<file path="src/rtl/alu_issue_pkg.sv">
// Shared constants and types for the ALU issue controller.
// Optional build macro used by the top: ALU_ISSUE_DIV0_FAST_EN.
package alu_issue_pkg;

    // ALU operation codes driven on alu_op
    localparam logic [3:0] ALU_ADD  = 4'd0;
    localparam logic [3:0] ALU_SUB  = 4'd1;
    localparam logic [3:0] ALU_SLL  = 4'd2;
    localparam logic [3:0] ALU_SLT  = 4'd3;
    localparam logic [3:0] ALU_SLTU = 4'd4;
    localparam logic [3:0] ALU_XOR  = 4'd5;
    localparam logic [3:0] ALU_SRL  = 4'd6;
    localparam logic [3:0] ALU_SRA  = 4'd7;
    localparam logic [3:0] ALU_OR   = 4'd8;
    localparam logic [3:0] ALU_AND  = 4'd9;

    // M-extension result selects
    localparam logic [1:0] MSEL_QUO = 2'b00;
    localparam logic [1:0] MSEL_REM = 2'b01;
    localparam logic [1:0] MSEL_LSB = 2'b10;
    localparam logic [1:0] MSEL_MSB = 2'b11;

    // Encoding constants for the OP instruction class
    localparam logic [6:0] OPC_OP  = 7'b0110011;
    localparam logic [6:0] F7_BASE = 7'b0000000;
    localparam logic [6:0] F7_ALT  = 7'b0100000;
    localparam logic [6:0] F7_MEXT = 7'b0000001;

    typedef enum logic [1:0] {
        S_IDLE = 2'd0,
        S_EXEC = 2'd1,
        S_DONE = 2'd2
    } state_e;

    typedef enum logic [1:0] {
        LAT_ALU = 2'd0,
        LAT_MUL = 2'd1,
        LAT_DIV = 2'd2
    } lat_class_e;

endpackage

</file>
<file path="src/rtl/alu_issue_decode.sv">
// Combinational decode of an OP-class instruction into ALU/M-unit controls.
import alu_issue_pkg::*;

module alu_issue_decode (
    input  logic [6:0]  funct7,
    input  logic [2:0]  funct3,
    input  logic [6:0]  opcode,
    output logic [3:0]  alu_op,
    output logic [1:0]  sn,
    output logic        mul_en,
    output logic        div_en,
    output logic [1:0]  m_sel,
    output logic        result_sel,
    output lat_class_e  lat_class,
    output logic        illegal
);

    // Map funct7/funct3 to controls; M ops leave the ALU on ADD
    always_comb begin
        alu_op     = ALU_ADD;
        sn         = 2'b00;
        mul_en     = 1'b0;
        div_en     = 1'b0;
        m_sel      = MSEL_QUO;
        result_sel = 1'b0;
        lat_class  = LAT_ALU;
        illegal    = 1'b0;

        if (opcode != OPC_OP) begin
            illegal = 1'b1;
        end else if (funct7 == F7_MEXT) begin
            result_sel = 1'b1;
            mul_en     = ~funct3[2];
            div_en     = funct3[2];
            lat_class  = funct3[2] ? LAT_DIV : LAT_MUL;
            case (funct3)
                3'b000:  begin m_sel = MSEL_LSB; sn = 2'b11; end
                3'b001:  begin m_sel = MSEL_MSB; sn = 2'b11; end
                3'b010:  begin m_sel = MSEL_MSB; sn = 2'b10; end
                3'b011:  begin m_sel = MSEL_MSB; sn = 2'b00; end
                3'b100:  begin m_sel = MSEL_QUO; sn = 2'b11; end
                3'b101:  begin m_sel = MSEL_QUO; sn = 2'b00; end
                3'b110:  begin m_sel = MSEL_REM; sn = 2'b11; end
                default: begin m_sel = MSEL_REM; sn = 2'b00; end
            endcase
        end else if (funct7 == F7_BASE || funct7 == F7_ALT) begin
            if (funct7 == F7_ALT && funct3 != 3'b000 && funct3 != 3'b101)
                illegal = 1'b1;
            case (funct3)
                3'b000:  alu_op = funct7[5] ? ALU_SUB : ALU_ADD;
                3'b001:  alu_op = ALU_SLL;
                3'b010:  alu_op = ALU_SLT;
                3'b011:  alu_op = ALU_SLTU;
                3'b100:  alu_op = ALU_XOR;
                3'b101:  alu_op = funct7[5] ? ALU_SRA : ALU_SRL;
                3'b110:  alu_op = ALU_OR;
                default: alu_op = ALU_AND;
            endcase
        end else begin
            illegal = 1'b1;
        end
    end

endmodule

</file>
<file path="src/rtl/alu_issue_ctrl.sv">
// Issue controller for the RV32IM ALU datapath: accepts one OP instruction,
// holds its controls for a fixed latency, then pulses result_valid.
// Build macro ALU_ISSUE_DIV0_FAST_EN: divides by zero finish after one EXEC cycle.
// Handshake: an instruction is taken on a rising edge where instr_valid and
// instr_ready are both high and flush_i is low; instr_ready is high only in IDLE.
import alu_issue_pkg::*;

module alu_issue_ctrl #(
    parameter int ALU_LAT = 1,
    parameter int MUL_LAT = 2,
    parameter int DIV_LAT = 34
) (
    input  logic       clk,
    input  logic       rst_n,
    input  logic       instr_valid,
    output logic       instr_ready,
    input  logic [6:0] funct7,
    input  logic [2:0] funct3,
    input  logic [6:0] opcode,
    input  logic [4:0] rd_i,
    input  logic       flush_i,
    input  logic       div_zero_i,
    output logic [3:0] alu_op,
    output logic [1:0] sn,
    output logic       Mul_en,
    output logic       Div_en,
    output logic [1:0] M_sel,
    output logic       result_sel,
    output logic       stall_o,
    output logic       result_valid,
    output logic [4:0] rd_o,
    output logic       wb_en,
    output logic       illegal_o
);

    localparam int MAX_LAT = (DIV_LAT > MUL_LAT) ?
                             ((DIV_LAT > ALU_LAT) ? DIV_LAT : ALU_LAT) :
                             ((MUL_LAT > ALU_LAT) ? MUL_LAT : ALU_LAT);
    localparam int CNT_W   = $clog2(MAX_LAT + 1);

    state_e           state_q, state_d;
    logic [CNT_W-1:0] cnt_q, cnt_load;
    logic             accept, take;

    logic [3:0]  dec_alu_op;
    logic [1:0]  dec_sn, dec_m_sel;
    logic        dec_mul_en, dec_div_en, dec_result_sel, dec_illegal;
    lat_class_e  dec_lat;

    logic [3:0]  alu_op_q;
    logic [1:0]  sn_q, m_sel_q;
    logic        result_sel_q, mul_q, div_q, illegal_q;
    logic [4:0]  rd_q;

    alu_issue_decode u_decode (
        .funct7     (funct7),
        .funct3     (funct3),
        .opcode     (opcode),
        .alu_op     (dec_alu_op),
        .sn         (dec_sn),
        .mul_en     (dec_mul_en),
        .div_en     (dec_div_en),
        .m_sel      (dec_m_sel),
        .result_sel (dec_result_sel),
        .lat_class  (dec_lat),
        .illegal    (dec_illegal)
    );

    // A flush in the accept cycle cancels the accept entirely
    assign accept = instr_valid && (state_q == S_IDLE) && !flush_i;
    assign take   = accept && !dec_illegal;

    // Counter preload: latency-1 of the decoded class
    always_comb begin
        case (dec_lat)
            LAT_MUL: cnt_load = CNT_W'(MUL_LAT - 1);
            LAT_DIV: cnt_load = CNT_W'(DIV_LAT - 1);
            default: cnt_load = CNT_W'(ALU_LAT - 1);
        endcase
`ifdef ALU_ISSUE_DIV0_FAST_EN
        if (dec_lat == LAT_DIV && div_zero_i)
            cnt_load = '0;
`endif
    end

`ifndef ALU_ISSUE_DIV0_FAST_EN
    logic unused_div_zero;
    assign unused_div_zero = div_zero_i;
`endif

    // Next-state logic; flush overrides every transition
    always_comb begin
        state_d = state_q;
        case (state_q)
            S_IDLE:  if (take) state_d = S_EXEC;
            S_EXEC:  if (cnt_q == '0) state_d = S_DONE;
            S_DONE:  state_d = S_IDLE;
            default: state_d = S_IDLE;
        endcase
        if (flush_i)
            state_d = S_IDLE;
    end

    // State register and latency counter
    always_ff @(posedge clk or negedge rst_n) begin
        if (!rst_n) begin
            state_q <= S_IDLE;
            cnt_q   <= '0;
        end else begin
            state_q <= state_d;
            if (flush_i)
                cnt_q <= '0;
            else if (take)
                cnt_q <= cnt_load;
            else if (state_q == S_EXEC && cnt_q != '0)
                cnt_q <= cnt_q - 1'b1;
        end
    end

    // Control registers: loaded on a legal accept, held otherwise
    always_ff @(posedge clk or negedge rst_n) begin
        if (!rst_n) begin
            alu_op_q     <= '0;
            sn_q         <= '0;
            m_sel_q      <= '0;
            result_sel_q <= 1'b0;
            mul_q        <= 1'b0;
            div_q        <= 1'b0;
            rd_q         <= '0;
            illegal_q    <= 1'b0;
        end else begin
            illegal_q <= accept && dec_illegal;
            if (take) begin
                alu_op_q     <= dec_alu_op;
                sn_q         <= dec_sn;
                m_sel_q      <= dec_m_sel;
                result_sel_q <= dec_result_sel;
                mul_q        <= dec_mul_en;
                div_q        <= dec_div_en;
                rd_q         <= rd_i;
            end
        end
    end

    assign instr_ready  = (state_q == S_IDLE);
    assign stall_o      = (state_q != S_IDLE);
    assign result_valid = (state_q == S_DONE) && !flush_i;
    assign wb_en        = result_valid && (rd_q != 5'd0);
    assign alu_op       = alu_op_q;
    assign sn           = sn_q;
    assign M_sel        = m_sel_q;
    assign result_sel   = result_sel_q;
    assign Mul_en       = mul_q && (state_q != S_IDLE);
    assign Div_en       = div_q && (state_q != S_IDLE);
    assign rd_o         = rd_q;
    assign illegal_o    = illegal_q;

endmodule

</file>
<file path="config.mk">
export PLATFORM = sky130hd
export DESIGN_NAME = alu_issue_ctrl
export DESIGN_NICKNAME = d
export VERILOG_FILES = /design/src/rtl/alu_issue_pkg.sv /design/src/rtl/alu_issue_decode.sv /design/src/rtl/alu_issue_ctrl.sv
export SDC_FILE = /design/constraint.sdc
export NUM_CORES = 1
export LEC_CHECK = 0
export CAP_MARGIN = 20
export CORE_ASPECT_RATIO = 1.2
export CORE_MARGIN = 5
export CORE_UTILIZATION = 44
export DETAILED_ROUTE_END_ITERATION = 8
export GPL_ROUTABILITY_DRIVEN = 0
export GPL_TIMING_DRIVEN = 1
export PLACE_DENSITY = 0.86
export SYNTH_ARGS = -nofsm -noshare
export SYNTH_HDL_FRONTEND = slang
export SYNTH_SLANG_ARGS = --single-unit
export TNS_END_PERCENT = 1
</file>
<file path="constraint.sdc">
create_clock -name clk -period 2.2 [get_ports clk]
set_clock_uncertainty 0.05 [all_clocks]
set_input_delay 0.44 -clock clk [delete_from_list [all_inputs] [get_ports clk]]
set_output_delay 0.44 -clock clk [all_outputs]
set_load 0.005 [all_outputs]
</file>
==> qor.csv <==
stage,metric,value,unit
outcome,status,"complete, no violations",
floorplanning,core,3030,um^2
grt,use_met1,23.8,%
detailed_routing,first_pass_iters,6,
grt,grt_overflow,0,
detailed_routing,dr_total_vias,1277,
setup_path,cp.required,2.36,ns
floorplanning,die_x,60.9,um
final_timing,timing.hold.ws,0.420,ns
synth,syn_area,1370,um^2
final_timing,finalSetupViolCount,0,
detailed_routing,topRoutingLayerUsed,met4,
placed_design,portBuffers,46,
grt,grt_util_met3,3.10,%
synth,fp_nets,155,
synth,mux_area_share,9.71,%
pwr,power_switching_share,24.1,%
cts,h-tree-depth,1,
floorplanning,std_cell_rows,22,
worst_hold_path,hold_class,input pin to async pin,
grt,grt_pass1_vias,1331,
grt,grtUsageMet2,30.9,%
setup_path,path_buffers,2,
run,drv_cap,0,
setup_path,worstSetupPathType,input pin to register,
synth,synth-edff-count,0,
setup_path,cp.arrival,2.33,ns
setup_path,worstSetupStartpointType,input pin,
setup_path,slowest_stage,or4b_4,
synth,ys_ff,25,
synth,yosys.area_share.simple,21.0,%
cts,ctsHoldBuffers,0,
final_timing,tns,0,ns
floorplanning,die_h,71.0,um
detailed_routing,dr_wl_met2,1.99,mm
setup_path,path_max_fanout,6,
detailed_routing,wl_met1,1.59,mm
finish,layout_top_cell,clkdlybuf4s50_1,
setup_path,slowest_delay,0.58,ns
detailed_routing,wire_per_inst,16.4,um
final_timing,drv_slew,0,
cts,cts-resized-gates,17,
pwr,power.group.top,sequential cells,
grt,grt_util_all_layers,18.0,%
synth,synth_seq_share,45.8,%
detailed_routing,dr.first_iter.drc_count,87,
pwr,p_per_area,374,nW/um^2
pwr,powerSeq,0.461,mW
synth,async_reset_ff_share,100,%
pwr,comb_cell_power,0.115,mW
finish,combGateArea,726,um^2
grt,grt_pass1_wl,6.17,mm
finish,seq_area,626,um^2
pwr,p_leak,0.966,nW
through the flow:
step                      instances  instance area [um^2]  worst slack [ns]
after floorplan                 125                  1370            -0.262
after global placement          223                  2000            -0.638
after detailed placement        223                  2000            -0.711
after CTS                       230                  2070           0.00683
after global routing            230                  2090          -0.00598
final                           230                  2090            0.0248
worst reg2reg max path, stage by stage (launching register included):
cell     delay, ns
dfrtp_1       0.41
inv_1         0.12
ha_1          0.17
or4b_1        0.53
o21ai_1       0.23
mux2_2        0.36
nor3_1        0.13
cells in the mapped netlist (2+ instances only):
cell       instances  share of area [%]
or4b_1             2                1.5
nor2b_1            4                1.8
ha_1               3                2.7
nor2_1            10                2.7
mux2_1             9                7.4
nand4b_1           2                1.3
o211ai_1           2                1.1
dfrtp_1           25                 46
inv_1              7                1.9
nor3b_1            2                1.1
o2bb2ai_1          2                1.3
nand3_1            2               0.73
or3_1              4                1.8
o21ai_0            3                1.1
mux2i_1            2                1.5
xor2_1             4                2.6
nor3_1             6                2.2
clkbuf_1           4                1.1
a22o_1             4                2.6
buf_6              2                1.6
a21oi_1            4                1.5
worst paths after layout:
check	start	end	slack, ns	depth (start not counted)
setup / recovery	funct7[3]	rd_o[0]	0.02	6
hold / removal	rst_n	cnt_q[4]	0.42	2
setup reg to reg	cnt_q[0]	cnt_q[1]	0.13	6
hold reg to reg	alu_op[2]	alu_op[2]	0.46	1
max in group asynchronous	rst_n	illegal_o	1.44	2
min in group clk	alu_op[2]	alu_op[2]	0.46	1
area by class of cell:
| cell class | count | area share [%] |
|---|---|---|
| Timing Repair Buffer | 71 | 30.7 |
| Tap cell | 36 | 2.15 |
| Clock inverter | 1 | 0.239 |
| Sequential cell | 25 | 29.9 |
| Multi-Input combinational cell | 87 | 34.7 |
| Clock buffer | 3 | 1.08 |
| Inverter | 7 | 1.26 |
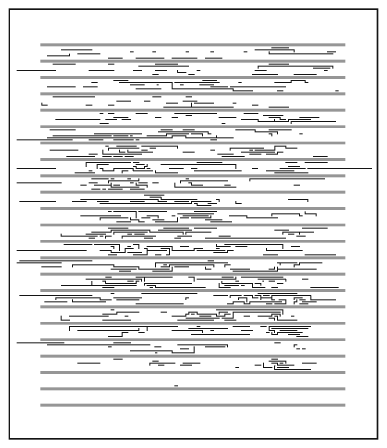
(metal 1)
Supply wires on this layer in gray.
nets with wire on the layer: 205
longest straight run: 20.7 um
share of all routed wire: 42%

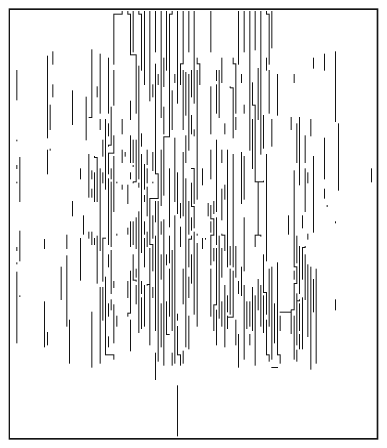
(signal wires on met2)
wire length on this layer: 1990 um
nets with wire on the layer: 211
share of all routed wire: 53%
longest straight run: 27.9 um
main direction: vertical

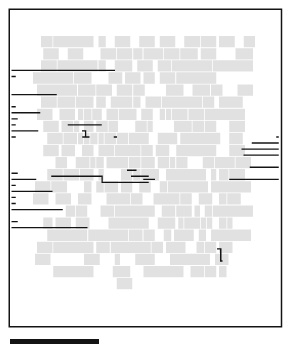
(M3 wires)
Bar = 20 um. Cells faint in the background.
main direction: horizontal
wire length on this layer: 179 um
nets with wire on the layer: 31
share of all routed wire: 4.8%

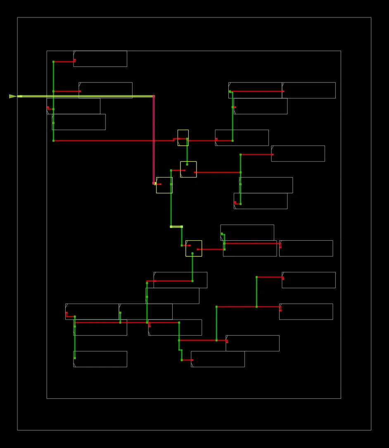
(the clock network)
Seq cells: 25
clock sinks: 25
clk_lat worst skew: 0.32 ns
cts bufs inserted: 3
clk pwr: 0.207 mW

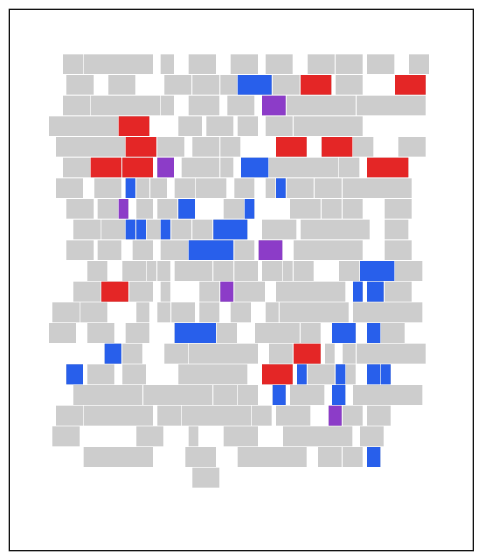
(gate families picked out)
legend:
  red:
    family: multiplexers
    cells: 12
  blue:
    family: NOR gates
    cells: 26
  purple:
    family: NAND gates
    cells: 6
logic share of the area: 34.7%
Layout Cells excl Fill: 230

Power figures rest on the tool's default switching activity, not on a simulated workload.
